<file path="config.mk">
export PLATFORM = sky130hd
export DESIGN_NAME = control_multi
export DESIGN_NICKNAME = d
export VERILOG_FILES = /design/src/rtl/control_multi_pkg.sv /design/src/rtl/control_multi_outdec.sv /design/src/rtl/control_multi.sv
export SDC_FILE = /design/constraint.sdc
export NUM_CORES = 1
export LEC_CHECK = 0
export CORE_UTILIZATION = 40
export CTS_BUF_LIST = sky130_fd_sc_hd__clkbuf_4
export DETAILED_ROUTE_END_ITERATION = 7
export GPL_ROUTABILITY_DRIVEN = 0
export GPL_TIMING_DRIVEN = 1
export HOLD_SLACK_MARGIN = 0.05
export PLACE_DENSITY = 0.81
export SYNTH_ARGS = -nofsm -noshare
export SYNTH_HDL_FRONTEND = slang
export SYNTH_SLANG_ARGS = --single-unit
</file>
<file path="constraint.sdc">
create_clock -name clk -period 2 [get_ports clk]
set_clock_uncertainty 0.05 [all_clocks]
set_input_delay 0.4 -clock clk [delete_from_list [all_inputs] [get_ports clk]]
set_output_delay 0.4 -clock clk [all_outputs]
set_load 0.02 [all_outputs]
</file>
<file path="src/rtl/control_multi_pkg.sv">
// Shared constants for the multicycle MIPS control unit: state codes,
// opcodes and datapath select encodings.
package control_multi_pkg;

    localparam logic [3:0] ST_IF    = 4'd0;
    localparam logic [3:0] ST_ID    = 4'd1;
    localparam logic [3:0] ST_MADDR = 4'd2;
    localparam logic [3:0] ST_MRD   = 4'd3;
    localparam logic [3:0] ST_MWB   = 4'd4;
    localparam logic [3:0] ST_MWR   = 4'd5;
    localparam logic [3:0] ST_EXEC  = 4'd6;
    localparam logic [3:0] ST_RCOMP = 4'd7;
    localparam logic [3:0] ST_BEQ   = 4'd8;
    localparam logic [3:0] ST_JMP   = 4'd9;
    localparam logic [3:0] ST_AIEX  = 4'd10;
    localparam logic [3:0] ST_AIWB  = 4'd11;
    localparam logic [3:0] ST_BNE   = 4'd12;

    typedef enum logic [3:0] {
        S_IF    = ST_IF,
        S_ID    = ST_ID,
        S_MADDR = ST_MADDR,
        S_MRD   = ST_MRD,
        S_MWB   = ST_MWB,
        S_MWR   = ST_MWR,
        S_EXEC  = ST_EXEC,
        S_RCOMP = ST_RCOMP,
        S_BEQ   = ST_BEQ,
        S_JMP   = ST_JMP,
        S_AIEX  = ST_AIEX,
        S_AIWB  = ST_AIWB,
        S_BNE   = ST_BNE
    } state_t;

    localparam logic [5:0] R_FORMAT = 6'd0;
    localparam logic [5:0] J        = 6'd2;
    localparam logic [5:0] BEQ      = 6'd4;
    localparam logic [5:0] BNE      = 6'd5;
    localparam logic [5:0] ADDI     = 6'd8;
    localparam logic [5:0] LW       = 6'd35;
    localparam logic [5:0] SW       = 6'd43;

    localparam logic [1:0] ALUOP_ADD   = 2'b00;
    localparam logic [1:0] ALUOP_SUB   = 2'b01;
    localparam logic [1:0] ALUOP_FUNCT = 2'b10;

    localparam logic [1:0] SRCB_B      = 2'b00;
    localparam logic [1:0] SRCB_FOUR   = 2'b01;
    localparam logic [1:0] SRCB_IMM    = 2'b10;
    localparam logic [1:0] SRCB_BRANCH = 2'b11;

    localparam logic [1:0] PCSRC_ALU    = 2'b00;
    localparam logic [1:0] PCSRC_ALUOUT = 2'b01;
    localparam logic [1:0] PCSRC_JUMP   = 2'b10;

    function automatic logic opcode_legal(input logic [5:0] op);
        return (op == R_FORMAT) || (op == J) || (op == BEQ) || (op == BNE) ||
               (op == ADDI) || (op == LW) || (op == SW);
    endfunction

endpackage

</file>
<file path="src/rtl/control_multi_outdec.sv">
// Combinational output decode: current state plus memory-ready gating,
// with all write enables and strobes suppressed while reset is held.
module control_multi_outdec
    import control_multi_pkg::*;
(
    input  state_t     state,
    input  logic       mem_rdy,
    input  logic       reset,
    output logic       PCWrite,
    output logic       PCWriteCond,
    output logic       PCWriteCondNE,
    output logic       IorD,
    output logic       MemRead,
    output logic       MemWrite,
    output logic       IRWrite,
    output logic       MemtoReg,
    output logic       RegDst,
    output logic       RegWrite,
    output logic       ALUSrcA,
    output logic [1:0] ALUSrcB,
    output logic [1:0] ALUOp,
    output logic [1:0] PCSource
);

    always_comb begin
        PCWrite       = 1'b0;
        PCWriteCond   = 1'b0;
        PCWriteCondNE = 1'b0;
        IorD          = 1'b0;
        MemRead       = 1'b0;
        MemWrite      = 1'b0;
        IRWrite       = 1'b0;
        MemtoReg      = 1'b0;
        RegDst        = 1'b0;
        RegWrite      = 1'b0;
        ALUSrcA       = 1'b0;
        ALUSrcB       = SRCB_B;
        ALUOp         = ALUOP_ADD;
        PCSource      = PCSRC_ALU;

        case (state)
            S_IF: begin
                // PC/IR load only on the completing cycle so a stalled fetch
                // never advances the PC twice.
                MemRead = 1'b1;
                ALUSrcB = SRCB_FOUR;
                IRWrite = mem_rdy;
                PCWrite = mem_rdy;
            end
            S_ID: begin
                ALUSrcB = SRCB_BRANCH;
            end
            S_MADDR, S_AIEX: begin
                ALUSrcA = 1'b1;
                ALUSrcB = SRCB_IMM;
            end
            S_MRD: begin
                MemRead = 1'b1;
                IorD    = 1'b1;
            end
            S_MWR: begin
                MemWrite = 1'b1;
                IorD     = 1'b1;
            end
            S_MWB: begin
                RegWrite = 1'b1;
                MemtoReg = 1'b1;
            end
            S_EXEC: begin
                ALUSrcA = 1'b1;
                ALUOp   = ALUOP_FUNCT;
            end
            S_RCOMP: begin
                RegWrite = 1'b1;
                RegDst   = 1'b1;
            end
            S_AIWB: begin
                RegWrite = 1'b1;
            end
            S_BEQ: begin
                ALUSrcA     = 1'b1;
                ALUOp       = ALUOP_SUB;
                PCSource    = PCSRC_ALUOUT;
                PCWriteCond = 1'b1;
            end
            S_BNE: begin
                ALUSrcA       = 1'b1;
                ALUOp         = ALUOP_SUB;
                PCSource      = PCSRC_ALUOUT;
                PCWriteCondNE = 1'b1;
            end
            S_JMP: begin
                PCWrite  = 1'b1;
                PCSource = PCSRC_JUMP;
            end
            default: ;
        endcase

        if (reset) begin
            PCWrite       = 1'b0;
            PCWriteCond   = 1'b0;
            PCWriteCondNE = 1'b0;
            MemRead       = 1'b0;
            MemWrite      = 1'b0;
            IRWrite       = 1'b0;
            RegWrite      = 1'b0;
        end
    end

endmodule

</file>
<file path="src/rtl/control_multi.sv">
// Multicycle MIPS control unit: state register and next-state logic, with
// a memory-ready handshake that stalls fetch and data accesses.
//
// state | meaning
// ------+----------------------------------------------
// IF    | fetch instruction, PC+4 (waits on mem_ready)
// ID    | decode, branch target into ALUOut
// MADDR | lw/sw effective address
// MRD   | data read (waits on mem_ready)
// MWB   | load write-back from MDR
// MWR   | data write (waits on mem_ready)
// EXEC  | R-format ALU operation
// RCOMP | R-format write-back to rd
// BEQ   | branch if equal
// JMP   | jump
// AIEX  | addi: A + signext
// AIWB  | addi write-back to rt
// BNE   | branch if not equal
module control_multi
    import control_multi_pkg::*;
#(
    parameter bit USE_MEM_READY = 1'b1
) (
    input  logic       clk,
    input  logic       reset,
    input  logic [5:0] opcode,
    input  logic       mem_ready,
    output logic       PCWrite,
    output logic       PCWriteCond,
    output logic       PCWriteCondNE,
    output logic       IorD,
    output logic       MemRead,
    output logic       MemWrite,
    output logic       IRWrite,
    output logic       MemtoReg,
    output logic       RegDst,
    output logic       RegWrite,
    output logic       ALUSrcA,
    output logic [1:0] ALUSrcB,
    output logic [1:0] ALUOp,
    output logic [1:0] PCSource,
    output logic       illegal_op,
    output logic [3:0] state
);

    state_t state_q;
    state_t state_d;
    logic   mem_rdy;
    logic   illegal_d;

    assign mem_rdy = USE_MEM_READY ? mem_ready : 1'b1;

    always_ff @(posedge clk) begin
        if (reset) state_q <= S_IF;
        else       state_q <= state_d;
    end

    always_comb begin
        state_d   = S_IF;
        illegal_d = 1'b0;
        case (state_q)
            S_IF:    state_d = mem_rdy ? S_ID : S_IF;
            S_ID: begin
                case (opcode)
                    R_FORMAT: state_d = S_EXEC;
                    LW, SW:   state_d = S_MADDR;
                    BEQ:      state_d = S_BEQ;
                    BNE:      state_d = S_BNE;
                    J:        state_d = S_JMP;
                    ADDI:     state_d = S_AIEX;
                    default: begin
                        state_d   = S_IF;
                        illegal_d = 1'b1;
                    end
                endcase
            end
            // Opcode can only change here if IR was disturbed; fall back to fetch.
            S_MADDR: begin
                if (opcode == LW)      state_d = S_MRD;
                else if (opcode == SW) state_d = S_MWR;
                else                   state_d = S_IF;
            end
            S_MRD:   state_d = mem_rdy ? S_MWB : S_MRD;
            S_MWR:   state_d = mem_rdy ? S_IF : S_MWR;
            S_EXEC:  state_d = S_RCOMP;
            S_AIEX:  state_d = S_AIWB;
            default: state_d = S_IF;
        endcase
    end

    assign illegal_op = illegal_d & ~reset;
    assign state      = state_q;

    control_multi_outdec u_outdec (
        .state         (state_q),
        .mem_rdy       (mem_rdy),
        .reset         (reset),
        .PCWrite       (PCWrite),
        .PCWriteCond   (PCWriteCond),
        .PCWriteCondNE (PCWriteCondNE),
        .IorD          (IorD),
        .MemRead       (MemRead),
        .MemWrite      (MemWrite),
        .IRWrite       (IRWrite),
        .MemtoReg      (MemtoReg),
        .RegDst        (RegDst),
        .RegWrite      (RegWrite),
        .ALUSrcA       (ALUSrcA),
        .ALUSrcB       (ALUSrcB),
        .ALUOp         (ALUOp),
        .PCSource      (PCSource)
    );

endmodule
</file>
run_1/final_clocks.png
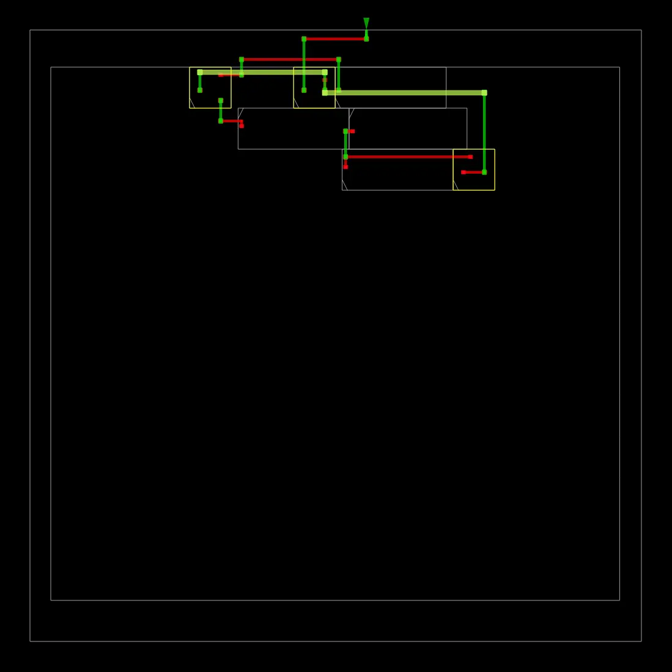
CTS Buf Count: 3
# clk buffers: 3

run_1/cell_classes.png
(6 px per micron)
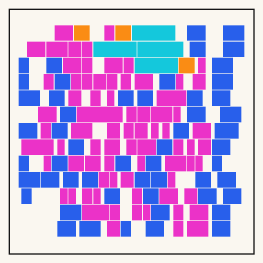
| colour | class | cells | share of their area |
|---|---|---|---|
| blue | other buffers and delay cells | 53 | 42% |
| orange | cells driving clock nets | 3 | 2.2% |
| cyan | flip-flops | 4 | 8.1% |
| magenta | all other logic | 75 | 47% |
core box area: 1334 sq um
fraction of area in registers: 7.908%
row count: 13
final core occ: 77.11%
fin area: 1028 sq um

run_1/metal_stack.png
(6 px per micron)
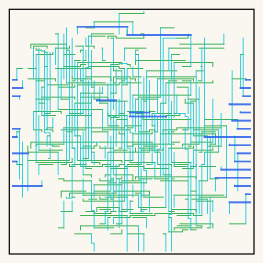
| colour | layer | wire length |
|---|---|---|
| blue | met3 | 91.1 microns |
| green | met1 | 820 microns |
| cyan | met2 | 1080 microns |
Post-Route WL: 1.991 mm
Total GRT Usage: 27.41%
DR WL/cell: 13.27 microns

==> reports/metrics.csv, run 1 <==
metric,value,unit
status,"finished, final reports clean",
DR WL met3,91,microns
max cap viols,0,
WS Path Type,primary input to output pin,
Yosys top cell by area,dfxtp_1,
Post-synth EDFFs,0,
count of final setup violators,0,
clk buf depth,2,
die span in y,40.55,microns
H-tree depth,1,
Horiz. Die Dim,40.55,microns
port bufs,30,
Dominant Register Cell,dfxtp_1,
Hold Buf Count CTS,0,
yosys warns,0,
Tightest Pin Transition,0.3427,ns
Post-CTS Repair Setup Buffers,0,
Post-Place Worst Slack,-0.7652,ns
detailed-placement wirelength estimate,1.621,mm
TritonCTS clock tree,done,
reg2reg path depth,6,
Power Density,287.0,nW/um^2
min Tclk post-route,1.954,ns
Setup WS post-layout,0.04618,ns
WP data arrival,1.50,ns
final hold viol count,0,
max reg flops,4,
Final Net Count,146,
-- run 1: cell usage after synthesis, types with 2 or more instances --
master,number
xor2_1,2
buf_4,2
dfxtp_1,4
nand2b_1,3
a21oi_1,12
inv_1,3
nor2_1,11
nand2_1,4
o21ai_0,2
buf_6,2
nand3_1,2
nor4_1,3
mux2i_1,2
nor3_1,10
and3_1,3
-- run 1: power breakdown --
part | switching [mW] | internal (mW)
sequential | 0.00224 | 0.0818
combinational | 0.0580 | 0.0532
clock | 0.0328 | 0.0671
-- run 1: layout make-up --
class | count | area, sq um
Sequential cell | 4 | 81.33
Multi-Input combinational cell | 72 | 467.9
Inverter | 3 | 11.26
Fill cell | 118 | 305.3
Timing Repair Buffer | 53 | 426.7
Tap cell | 15 | 18.77
Clock buffer | 3 | 22.52
==> run 1 -> run 2 <==
--- a/config.mk
+++ b/config.mk
@@ -11,7 +11,7 @@
 export GPL_ROUTABILITY_DRIVEN = 0
 export GPL_TIMING_DRIVEN = 1
 export HOLD_SLACK_MARGIN = 0.05
-export PLACE_DENSITY = 0.81
+export PLACE_DENSITY = 0.91
 export SYNTH_ARGS = -nofsm -noshare
 export SYNTH_HDL_FRONTEND = slang
 export SYNTH_SLANG_ARGS = --single-unit
==> run 2 against run 1 <==
Utilization decreased by 0.66 points; sequential share of layout area increased by 0.068 points; largest cell class unchanged; critical path depth unchanged; first-iteration DRC count increased by 91%; global-route usage increased by 2.1 points; via count increased by 0.47%; area after synthesis unchanged; combinational power about the same; cell count decreased by 0.67%; sequential power increased by 1%; die area unchanged.
==> reports/metrics.csv, run 2 <==
metric,value,unit
detailed-placement wirelength estimate,1.644,mm
P_int,204.2,uW
Post-CTS Repair Setup Buffers,0,
reg2reg path depth,6,
Final Net Count,145,
sequential power share,28.3,%
multi-input gate share of total cell area,45.28,%
clk ins delay skew pair,0.24,ns
Comb area,461.7,sq um
Post-synth top cells,"a21oi_1 (12), nor2_1 (11), nor3_1 (10)",
switch share,32.06,%
clock power share,34.2,%
Post-synth EDFFs,0,
dominant kind of cell,multi-input combinational cells,
count of final setup violators,0,
max cap viols,0,
yosys warns,0,
Tapcells,15,
row count,13,
layout cells sized above 1,32.09,%
DR WL met3,149,microns
count of multi-input gates,72,
dominant logic cell types in the final layout,"buf_4 (22), dlygate4sd2_1 (13), a21oi_1 (12)",
WS Path Type,primary input to output pin,
H-tree depth,1,
Inverters,3,
buffer share of cell area,41.60,%
Signal buffers,52,
sequential cell count,4,
Hold Buf Count CTS,0,
TritonCTS clock tree,done,
fillers,102,
CTS Buf Count,3,
clk buf depth,2,
storage element area,81.33,sq um
status,"finished, final reports clean",
final hold viol count,0,
min Tclk post-route,1.943,ns
Power Density,294.7,nW/um^2
WP data arrival,1.49,ns
Yosys top cell by area,dfxtp_1,
[run 2: stage by stage]
step                      utilization [%]  setup TNS [ns]  total power, mW  hold WS (ns)  instances
after floorplan                         -        -0.01073           0.1402        0.5389         86
after detailed placement            77.39          -2.741           0.2058        0.7421        146
after global placement              77.39          -2.577           0.2016        0.7332        146
final                               76.45               0           0.3005        0.6183        149
after CTS                           76.83        -0.09688           0.2984        0.7590        149
after global routing                76.45      -0.0007616           0.3188        0.6443        149
[run 2: power by group through the flow]
stage               sequential [mW]  combinational (mW)  clock, mW
floorplan                    0.0870              0.0533          0
global placement             0.0854               0.116          0
detailed placement           0.0856               0.120          0
CTS                          0.0847               0.112      0.102
global route                 0.0849               0.122      0.112
finish                       0.0849               0.113      0.103
run_2/metal_stack.png
(6 px per micron)
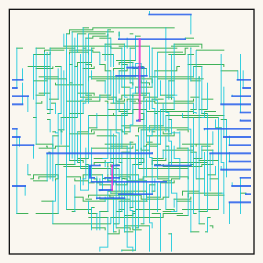
| colour | layer | wire length |
|---|---|---|
| cyan | met2 | 1160 microns |
| magenta | met4 | 17.7 microns |
| green | met1 | 750 microns |
| blue | met3 | 149 microns |
Post-Route WL: 2.071 mm
routed via count: 855
DR WL/cell: 13.90 microns
Total GRT Usage: 29.48%

run_2/pins.png
(10 px per micron) Pins as bars across the die edge, other pins in grey.
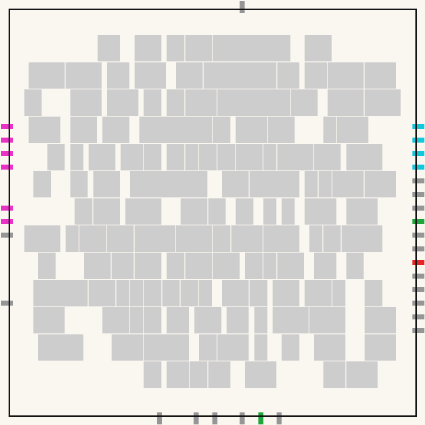
| colour | port | pins | direction | edge |
|---|---|---|---|---|
| cyan | state | 4 | output | east |
| magenta | opcode | 6 | input | west |
| green | ALUSrcB | 2 | output | 1 east, 1 south |
| red | PCWriteCond | 1 | output | east |
Horiz. Die Dim: 40.55 microns
die span in y: 40.55 microns
port bufs: 30

run_2/cell_classes.png
(6 px per micron)
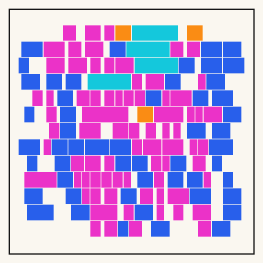
| colour | class | cells | share of their area |
|---|---|---|---|
| magenta | all other logic | 75 | 47% |
| blue | other buffers and delay cells | 52 | 42% |
| cyan | flip-flops | 4 | 8.1% |
| orange | cells driving clock nets | 3 | 2.2% |
final core occ: 76.45%
fin area: 1020 sq um
fraction of area in registers: 7.975%

No activity file was given, so power comes from the tool's default toggle rates.
